==> config.mk <==
export PLATFORM = sky130hd
export DESIGN_NAME = npc_multicycle_ctrl
export DESIGN_NICKNAME = d
export VERILOG_FILES = /design/src/rtl/npc_multicycle_ctrl_pkg.sv /design/src/rtl/npc_multicycle_ctrl_lsu_align.sv /design/src/rtl/npc_multicycle_ctrl.sv
export SDC_FILE = /design/constraint.sdc
export NUM_CORES = 1
export LEC_CHECK = 0
export ABC_AREA = 1
export CORE_AREA = 2 2 257 259
export DETAILED_ROUTE_END_ITERATION = 10
export DIE_AREA = 0 0 259 261
export SLEW_MARGIN = 20
export SYNTH_ARGS = -nofsm -noshare
export SYNTH_HDL_FRONTEND = slang
export SYNTH_HIERARCHICAL = 1
export SYNTH_SLANG_ARGS = --single-unit
export TNS_END_PERCENT = 100
==> constraint.sdc <==
create_clock -name clk -period 4.3 [get_ports clk]
set_input_delay 0.86 -clock clk [delete_from_list [all_inputs] [get_ports clk]]
set_output_delay 0.86 -clock clk [all_outputs]
set_load 0.05 [all_outputs]
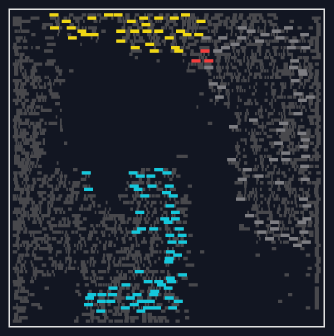
*Register map, names as in the netlist*
Other sequential cells in the stronger grey, the rest of the logic in the fainter grey.
Key: cyan = load_data_o [sequential cells 64, where bottom centre]; red = state [sequential cells 3]; yellow = inst_o [sequential cells 32]
Another 65 sequential cells are not coloured.
Flop+latch power: 1660 uW
Core Util, Final: 30.3%
sequential cell area: 3280 um2
Seq/total area: 16.6%

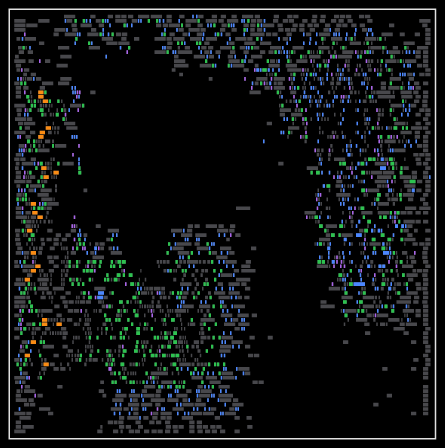
*Gate families picked out*
Key: blue = nor cells [cells 487, where widely spread]; green = aoi and oai cells [cells 392, where widely spread]; orange = mux cells [cells 23]; purple = inv cells [cells 135]
combinational share of cell area: 40.2%
dominant logic cell type in the layout: nand2_1
post-route insts no fill: 3532

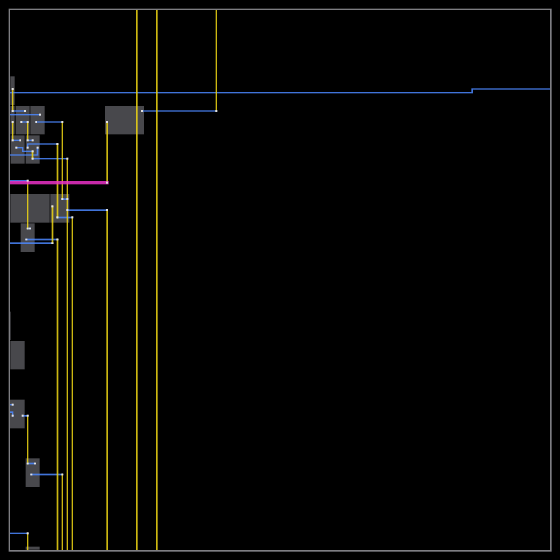
*Zoomed window*
Region (40, 171) to (90, 221) um. Cells in grey, sequential cells in the stronger grey; small squares are vias.
Key: magenta = M3; yellow = M2; blue = M1
Most frequent: inv_1 (5), nor2_1 (2). 10 logic cells have their middle in the window. Sequential cells in the window: 0.

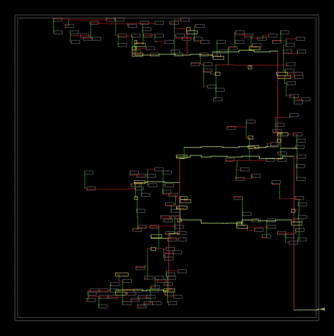
*Clock nets*
Setup Skew: 0.0206 ns
clock-net power: 1670 uW

==> impl_metrics.env <==
# flow metrics
export IMPL_status="finished, final reports clean"
export IMPL_adder_share_pct=0.0934
export IMPL_cts_hold_buf=0
export IMPL_postCtsSetupRepairBufs=0
export IMPL_cp_max_fo=45
export IMPL_required_ns=3.44
export IMPL_top_cell="nand2_1"
export IMPL_initCoreUtil_pct=20.6
export IMPL_mux_share_pct=1.72
export IMPL_crit_family="buffers and inverters"
export IMPL_slowest_stage="clkinv_1"
export IMPL_p_comb_uw=1910
export IMPL_cts_resized=0
export IMPL_n_tap_cell=864
export IMPL_warning_count=26
export IMPL_cts_buffers=17
export IMPL_p_clk_share_pct=31.9
export IMPL_ioPinCount=666
export IMPL_area_growth_pct=47.3
export IMPL_path_cells="buf_4 -> nor2_4 -> clkinv_1 -> o22ai_1 -> inv_1 -> o21ai_1 -> buf_12"
export IMPL_crit_cells=7
export IMPL_top_layer="met5"
export IMPL_layout_nets=2954
export IMPL_crit_path_max_incr_delay_ns=0.47
export IMPL_worst_pin_slew_ns=1.02
export IMPL_ys_sh_xor_pct=0
export IMPL_busiest_layer="met2"
export IMPL_fin_area_um2=19700
export IMPL_die_width_um=259
export IMPL_topCellsByArea="dfxtp_1 (25%), nand2_1 (17%), nor2_1 (13%), o21ai_0 (8.0%), buf_4 (7.8%)"
export IMPL_ys_top_cells_by_count="nand2_1 (612), nor2_1 (461), o21ai_0 (213)"
export IMPL_comb_cells=1750
export IMPL_synthTopLogicFamily="simple AND/OR/NAND/NOR gates"
export IMPL_ys_warn_count=6
export IMPL_reg2reg_slack_ns=1.80
export IMPL_drc=0
export IMPL_syn_cell_area_um2=13400
export IMPL_use_met1_pct=22.3
export IMPL_total_power_uw=5230
export IMPL_antenna_found_initial=2
export IMPL_clk_path_buf_depth=2
export IMPL_pwr_share_seq_pct=31.7
export IMPL_tns_ns=0
export IMPL_diodes=1
export IMPL_port_buffer_count=543
export IMPL_die_area_um2=67600
export IMPL_hold_ws_ns=0.452
export IMPL_ys_seq_share_pct=24.5
export IMPL_holdPathStages=2
Power figures rest on the tool's default switching activity, not on a simulated workload.
